metal_stack.png
Scale: 4 px per um. Two of the layers only.
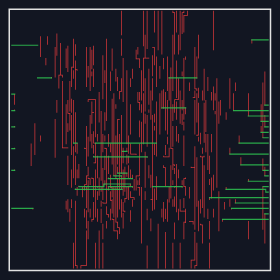
met2.png
Scale: 8 px per um.
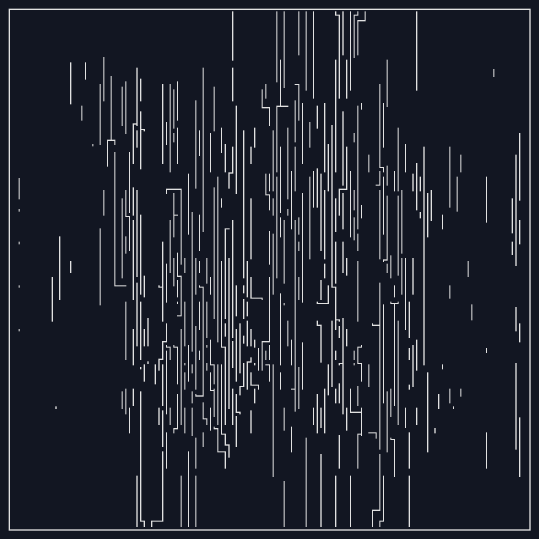
==> config.mk <==
export PLATFORM = sky130hd
export DESIGN_NAME = control_fsm_mc
export DESIGN_NICKNAME = d
export VERILOG_FILES = /design/src/rtl/control_fsm_mc.sv
export SDC_FILE = /design/constraint.sdc
export NUM_CORES = 1
export LEC_CHECK = 0
export ABC_AREA = 1
export ABC_CLOCK_PERIOD_IN_PS = 3200
export CORE_MARGIN = 4
export CORE_UTILIZATION = 45
export DETAILED_ROUTE_END_ITERATION = 8
export GPL_TIMING_DRIVEN = 1
export PLACE_DENSITY = 0.87
export SYNTH_ARGS = -nofsm -noshare
export SYNTH_HDL_FRONTEND = slang
export SYNTH_SLANG_ARGS = --single-unit
==> constraint.sdc <==
create_clock -name clk -period 3.2 [get_ports clk]
set_input_delay 0.64 -clock clk [delete_from_list [all_inputs] [get_ports clk]]
set_output_delay 0.64 -clock clk [all_outputs]
set_load 0.05 [all_outputs]
==> flow_summary.json <==
{
  "status": "completed",
  "fin_cells": 344,
  "fmax_ghz": 0.331,
  "synth_stat.cells": 248,
  "end_kind": "output pin",
  "ff2ff_path_depth": 9,
  "ys.flops": 11,
  "ys_sh_aoi_pct": 10.9,
  "cts_tree": "built",
  "synth_top_area_share_pct": 18.0,
  "dieHeight_um": 64.9,
  "grt_max_degree": 12,
  "async_reset_ff_share_pct": 100,
  "synthDistinctLibCells": 31,
  "ios": 69,
  "whs_ps": 505,
  "ys_chip_area_sq_um": 1460,
  "drt.antenna.violating_nets": 0,
  "synthesis.area_sq_um": 1460,
  "ir_worst_vdd_mv": 0.507,
  "clkLatencyLatePin_ps": 270,
  "startpoint_type": "flip-flop",
  "min_delay_path_depth": 2,
  "ys_warn_count": 0,
  "ys_seq_share_pct": 19.2,
  "timing.final.hold_violations": 0,
  "drtIter0Drc": 98,
  "initCoreUtil_pct": 47.4,
  "yosys-top-cells-count": "nand2_1, nor2_1, inv_1, nand3_1, a21oi_1",
  "worst_clock_skew_ps": 7.77,
  "viasPerCell": 4.79,
  "grt_pass1_vias": 1550,
  "simple_gate_share_pct": 52.5,
  "grt_pass1_wl_um": 6530,
  "hold_buffers": 0,
  "clock-root-buffer": "clkbuf_4",
  "cp_max_fo": 9,
  "min_period_ps": 3020,
  "clkSinkCount": 11,
  "nets": 338,
  "yosysTopAreaCell": "nand2_1",
  "edf_count": 0,
  "ctsResizeCount": 0,
  "cts_setup_buffers": 0,
  "grt-ovfl-total": 0,
  "dp_hpwl_um": 3280,
  "synthTopLogicFamily": "simple AND/OR/NAND/NOR gates",
  "grt.met3_usage_pct": 2.08,
  "rsz0062_at_grt": "false",
  "critPathArrivalTime_ps": 2380,
  "maxSlewHeadroom_pct": 65.3,
  "adder_share_pct": 1.72,
  "min_path_type": "flip-flop to flip-flop",
  "flop_cell": "dfrtp_1",
  "drc_errors": 0,
  "tightest_slew_ps": 518,
  "n_fill_cell": 282,
  "core_sq_um": 3080,
  "clk_pin_slew_ps": 80,
  "p_leak_nw": 1.04,
  "clk_path_buf_depth": 2,
  "dr.pass1.iters": 4,
  "cts_max_level": 1,
  "cts_buffers": 3,
  "most_common_cell": "nand2_1",
  "final_cell_area_sq_um": 2080,
  "tool_warnings": 42,
  "syn2layout_area_growth_pct": 43.0,
  "cap_viol_max_count": 0,
  "finalSetupViolations": 0,
  "die_x_um": 64.9,
  "dpl_cell_area_sq_um": 2060,
  "final.setup.worst_slack_ps": 183,
  "n_antenna_cell": 0,
  "gp_congestion": 0.911,
  "dp_cells": 340,
  "antenna_found_initial": 0,
  "syn_avg_cell_area_sq_um": 5.88,
  "seqCellArea_sq_um": 280,
  "finalSetupTns_ps": 0,
  "total_power_mw": 1.23,
  "drive_gt1_share_pct": 17.7,
  "reg2reg_slack_ps": 1510,
  "topCellsByArea": "nand2_1, dfrtp_1, nand3_1",
  "grt_busiest_layer": "met2",
  "place_ws_ps": 403,
  "required_ps": 2560,
  "dieArea_sq_um": 4210,
  "power.density_nw_per_um2": 589,
  "synth_cells": 248,
  "final_core_util_pct": 67.7,
  "rows": 20,
  "finalCritPeriodShare_pct": 94.3,
  "ys_sh_xor_pct": 1.80,
  "combGateArea_sq_um": 986,
  "final_max_slew_viol_count": 0,
  "use_met1_pct": 24.5,
  "largest_reg_flops": 5,
  "port_buffers": 52,
  "ys_sh_mux_pct": 0,
  "crit_type": "flip-flop to output pin"
}
## Picture notes: metal_stack.png
Green stands for met3, wire length 222 um. Red stands for met2, wire length 1880 um.
total global-route track usage: 18.9%
final wirelength: 3820 um
via count: 1648
drt wl/cell: 11.1 um

## Picture notes: met2.png
The wires run mostly vertical. The longest straight run is 27.2 um. The layer carries 1880 um of wire. The layer holds 49% of the routed length. 261 nets have wire on it.
met2 usage: 32.8%

power by group:
group          total, mW  internal, mW  switching, mW
logic              0.867         0.281          0.586
clock network     0.0924        0.0462         0.0463
registers          0.267         0.200         0.0678
layer usage:
metal | routed length [um] | up-vias | part of all wire (%)
met1 | 1700 | 715 | 45
met5 | 0 | - | 0
met2 | 1880 | 54 | 49
met3 | 221 | 4 | 5.8
met4 | 17 | 0 | 0.45
li1 | - | 875 | -
worst max-delay path, stage by stage (launching register included):
cell and delay, ps:
dfstp_2 590, inv_2 120, nor2_2 140, nand2_1 100, nor2_2 130, inv_1 110
o21ai_0 90, clkdlybuf4s50_1 830
final cells by class:
class                           instances  area share (%)
Sequential cell                        11            13.4
Clock buffer                            3            1.08
Multi-Input combinational cell        191            47.3
Tap cell                               44            2.64
Timing Repair Buffer                   52            27.6
Clock inverter                          1           0.240
Inverter                               42            7.68
layout by cell type (no fill, tap or decap):
cell type        Yosys  final
dfrtp_1              7      7
nor2_1              35     34
clkinv_2             0      1
inv_4                1      1
inv_1               33     33
nand4_1              1      1
clkdlybuf4s50_1      0     44
a211oi_2             1      1
xor2_1               2      2
nor2_8               2      2
ha_1                 2      2
conb_1               1      2
nor2_2               8      9
a21oi_4              1      1
nand3_4              1      1
a22oi_1              2      2
clkbuf_4             0      3
o21ai_1              1      1
o21ai_0              6      6
a41oi_1              1      1
nand2_2              5      5
xnor2_1              1      1
buf_12               0      6
nand2_4              1      1
inv_2                8      8
nand2_1             70     70
nand3_2              1      1
a21oi_1              9      9
nor3_1               4      4
o21ai_2              1      1
a21oi_2              2      2
dfstp_2              4      4
nand3_1             28     28
buf_4                5      2
nor2_4               4      4
Power is estimated from default activity; no workload was simulated.
